### config.mk
export PLATFORM = sky130hd
export DESIGN_NAME = display_uart_tx
export DESIGN_NICKNAME = d
export VERILOG_FILES = /design/src/rtl/display_pkg.sv /design/src/rtl/uart_tx_byte.sv /design/src/rtl/display_uart_tx.sv
export SDC_FILE = /design/constraint.sdc
export NUM_CORES = 1
export LEC_CHECK = 0
export ABC_AREA = 1
export CAP_MARGIN = 20
export CORE_MARGIN = 1.5
export CORE_UTILIZATION = 47
export DETAILED_ROUTE_END_ITERATION = 7
export DONT_BUFFER_PORTS = 1
export GPL_ROUTABILITY_DRIVEN = 1
export PLACE_DENSITY_LB_ADDON = 0.15
export SLEW_MARGIN = 5
export SYNTH_ARGS = -nofsm -noshare
export SYNTH_HDL_FRONTEND = slang
export SYNTH_HIERARCHICAL = 1
export SYNTH_SLANG_ARGS = --single-unit
export TNS_END_PERCENT = 1
### constraint.sdc
create_clock -name clk -period 2.7 [get_ports clk]
set_input_delay 0.405 -clock clk [delete_from_list [all_inputs] [get_ports clk]]
set_output_delay 0.405 -clock clk [all_outputs]
set_load 0.01 [all_outputs]
### src/rtl/display_pkg.sv
// display_pkg: state encoding and frame constants shared by the display UART blocks.
package display_pkg;
    typedef enum logic [1:0] {
        IDLE  = 2'd0,
        START = 2'd1,
        DATA  = 2'd2,
        STOP  = 2'd3
    } state_t;
    localparam logic [7:0] HEADER = 8'h0C;
endpackage

### src/rtl/uart_tx_byte.sv
// uart_tx_byte: 8N1 byte serializer; load is accepted in IDLE or on the final
// stop-bit cycle (done_o) so consecutive bytes go out without an idle gap.
module uart_tx_byte
    import display_pkg::*;
#(
    parameter int ClksPerBit = 434
) (
    input  logic       clk,
    input  logic       reset_n,
    input  logic       load_i,
    input  logic [7:0] data_i,
    output logic       txd_o,
    output logic       done_o
);
    localparam int CW = (ClksPerBit > 1) ? $clog2(ClksPerBit) : 1;
    state_t          state_q, state_d;
    logic [CW-1:0]   baud_q, baud_d;
    logic [2:0]      bit_q, bit_d;
    logic [7:0]      shift_q, shift_d;
    logic            tx_q, tx_d;
    logic            baud_end;
    assign baud_end = baud_q == CW'(ClksPerBit - 1);
    assign done_o   = (state_q == STOP) && baud_end;
    assign txd_o    = tx_q;
    always_comb begin
        state_d = state_q;
        baud_d  = (state_q == IDLE || baud_end) ? '0 : baud_q + 1'b1;
        bit_d   = bit_q;
        shift_d = shift_q;
        tx_d    = tx_q;
        case (state_q)
            IDLE: begin
                if (load_i) begin
                    state_d = START;
                    shift_d = data_i;
                    tx_d    = 1'b0;
                end
            end
            START: begin
                if (baud_end) begin
                    state_d = DATA;
                    tx_d    = shift_q[0];
                end
            end
            DATA: begin
                if (baud_end) begin
                    bit_d = bit_q + 1'b1;
                    if (bit_q == 3'd7) begin
                        state_d = STOP;
                        tx_d    = 1'b1;
                    end else begin
                        shift_d = shift_q >> 1;
                        tx_d    = shift_q[1];
                    end
                end
            end
            default: begin
                if (baud_end) begin
                    state_d = load_i ? START : IDLE;
                    shift_d = load_i ? data_i : shift_q;
                    tx_d    = !load_i;
                end
            end
        endcase
    end
    always_ff @(posedge clk or negedge reset_n) begin
        if (!reset_n) begin
            state_q <= IDLE;
            baud_q  <= '0;
            bit_q   <= '0;
            shift_q <= '0;
            tx_q    <= 1'b1;
        end else begin
            state_q <= state_d;
            baud_q  <= baud_d;
            bit_q   <= bit_d;
            shift_q <= shift_d;
            tx_q    <= tx_d;
        end
    end
endmodule

### src/rtl/display_uart_tx.sv
// display_uart_tx: sends a header byte followed by a snapshot of DisplayBuffer
// over UART, on Refresh or on an AutoRefresh-detected change.
module display_uart_tx
    import display_pkg::*;
#(
    parameter int DisplayBufferSize = 256,
    parameter int ClksPerBit        = 434
) (
    input  logic                         clk,
    input  logic                         reset_n,
    input  logic [DisplayBufferSize-1:0] DisplayBuffer,
    input  logic                         Refresh,
    input  logic                         AutoRefresh,
    output logic                         TxD,
    output logic                         Busy,
    output logic                         FrameDone
);
    localparam int NCHR = DisplayBufferSize / 8;
    localparam int IW   = $clog2(NCHR + 1);
    logic [DisplayBufferSize-1:0] snap_q, snap_d;
    logic [IW-1:0]                idx_q, idx_d;
    logic                         busy_q, busy_d;
    logic                         pend_q, pend_d;
    logic                         fd_q, fd_d;
    logic                         trigger, last, load, byte_done;
    logic [7:0]                   load_byte;
    assign trigger   = !busy_q && (Refresh || pend_q || (AutoRefresh && DisplayBuffer != snap_q));
    assign last      = idx_q == IW'(NCHR);
    assign load      = trigger || (byte_done && !last);
    // character idx_q is the next byte once the previous stop bit finishes
    assign load_byte = trigger ? HEADER : snap_q[(DisplayBufferSize - 1) - 8 * int'(idx_q) -: 8];
    always_comb begin
        snap_d = snap_q;
        idx_d  = idx_q;
        busy_d = busy_q;
        pend_d = pend_q;
        fd_d   = 1'b0;
        if (trigger) begin
            snap_d = DisplayBuffer;
            idx_d  = '0;
            busy_d = 1'b1;
            pend_d = 1'b0;
        end else if (busy_q) begin
            pend_d = pend_q || Refresh;
            if (byte_done) begin
                idx_d  = last ? '0 : idx_q + 1'b1;
                busy_d = !last;
                fd_d   = last;
            end
        end
    end
    always_ff @(posedge clk or negedge reset_n) begin
        if (!reset_n) begin
            snap_q <= '0;
            idx_q  <= '0;
            busy_q <= 1'b0;
            pend_q <= 1'b0;
            fd_q   <= 1'b0;
        end else begin
            snap_q <= snap_d;
            idx_q  <= idx_d;
            busy_q <= busy_d;
            pend_q <= pend_d;
            fd_q   <= fd_d;
        end
    end
    uart_tx_byte #(.ClksPerBit(ClksPerBit)) u_ser (
        .clk    (clk),
        .reset_n(reset_n),
        .load_i (load),
        .data_i (load_byte),
        .txd_o  (TxD),
        .done_o (byte_done)
    );
    assign Busy      = busy_q;
    assign FrameDone = fd_q;
endmodule

pdn.png
Scale bar: 50 µm. Pins as bars on the die edge. Tap cells in grey.
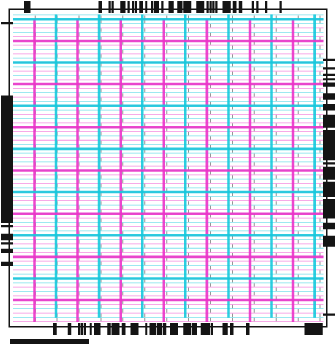
legend:
  magenta:
    net: VSS
  cyan:
    net: VDD
tap cells: 511
rows: 71
met1 rails: 72

cell_classes.png
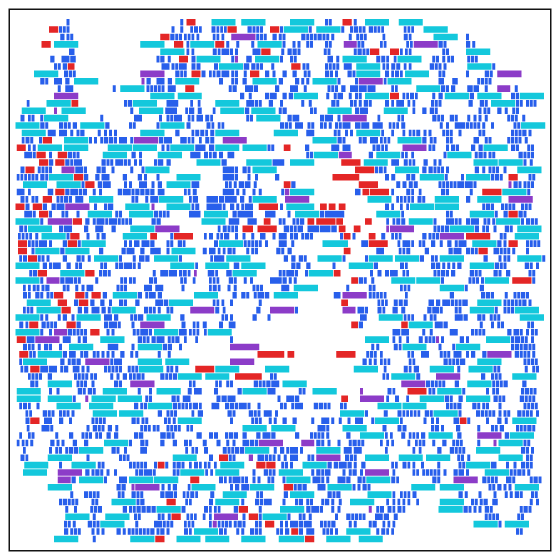
legend:
  cyan:
    class: flip-flops
    cells: 288
  purple:
    class: clock drivers and dummy loads
    cells: 63
  red:
    class: other buffers and delay cells
    cells: 116
  blue:
    class: all other logic
    cells: 2297

==> Changelog: implementation <==
### Changed

* GPL Wtd Cong at 0.872
* Main logic family: simple AND/OR/NAND/NOR gates
* Basic Gates by Area at 30.5%
* Actual slew at the worst max-slew pin at 0.766 ns
* Post-synth top area cell: dfrtp_1
* Static leakage at 10.5 nW
* Met3 GRT Util at 6.80%
* Outcome: complete, but fails checks
* Post-synth ARST share at 100%
* Crit Path Category: register to register
* Met3 WL at 5.37 mm
* Die area at 39600 µm²
* Combinational share of power at 4.2%
* Top cells by count, synth: nand2_1 (1011), inv_1 (330), dfrtp_1 (287)
* Pwr dens at 460 nW/µm²
* Routed WL per cell at 17.9 µm
* 1st-iter DRT viols at 1414
* Site Rows at 71
* Failing checks: hold timing
* Top Consumer: the clock network
* Tool warnings at 37
* Switching share of total power at 22.4%
* Synth top cell by count: nand2_1
* Post-layout period usage at 95.4%
* XOR/XNOR Area Share at 4.90%
* CTS tree: yes
* Top delay family on crit path: simple AND/OR/NAND/NOR gates
* Routed WL at 58.7 mm
* Input/output buffers at 0
* Total global-route track usage at 29.6%
* Most frequent cells in the layout: nand2_1 (1001), inv_1 (327), dfrtp_1 (284)
* Nets at 3011
* Fa+ha+maj area frac at 0.762%
* Met1 Use GR at 39.6%
* Setup crit start: snap_q[5]
* Clk_lat worst skew at 0.54 ns
* Root buf cell: clkbuf_16
* Largest net degree at the start of global routing at 289
* Hold slack final at -0.425 ns
* DRT Pass-1 Iters at 6
* Max reg flops at 256
* Fmax at 388 MHz
* RR Endpoint: u_ser/shift_q[4]
* Cell Area, Synth at 18100 µm²
* Slowest stage delay, CP at 0.42 ns
* Worst IR Drop VDD at 0.432 mV
* Max-slew headroom at 48.9%
* Initial antenna violation count at 0
* Syn Nets at 2976
* Area share, top type at 39.8%
* First-pass GRT wire length at 90.2 mm
* Dominant logic cell type in the layout: nand2_1
* Synth Seq Share at 39.9%
* Clk pin slew, worst setup/hold paths at 0.06 ns
* Fin. Hold Viols at 287
* Flip-flops with a built-in enable at 0
* AO/OA Area Share at 13.6%
* Switching power at 0.00213 W
* HPWL Detailed at 40.1 mm
* Internal power at 0.00738 W
* Maximum buffer depth of the clock tree at 3
* Fp_density at 47.8%
* Setup slack at placement at -0.284 ns
* Ports at 263
* Reg-to-reg startpoint: snap_q[5]
* Synth Warn # at 6
* Highest routed layer: met4
* CP Depth at 18
* Register share of total power at 45.4%
-- through the flow --
| stage | setup TNS [ns] | instances | total power [W] |
|---|---|---|---|
| after CTS | 0 | 3268 | 0.00959 |
| after global routing | -0.499 | 3275 | 0.00983 |
| after floorplan | 0 | 2705 | 0.00465 |
| after detailed placement | -40.44 | 3136 | 0.00470 |
| final | 0 | 3275 | 0.00951 |
| after global placement | -31.82 | 3136 | 0.00469 |
-- layout make-up --
cell class	instances	area [µm²]
Clock buffer	59	1100
Clock inverter	4	45.0
Fill cell	3616	17100
Inverter	342	1290
Multi-Input combinational cell	1955	9100
Sequential cell	288	7210
Tap cell	511	639
Timing Repair Buffer	116	1300
Power figures rest on the tool's default switching activity, not on a simulated workload.
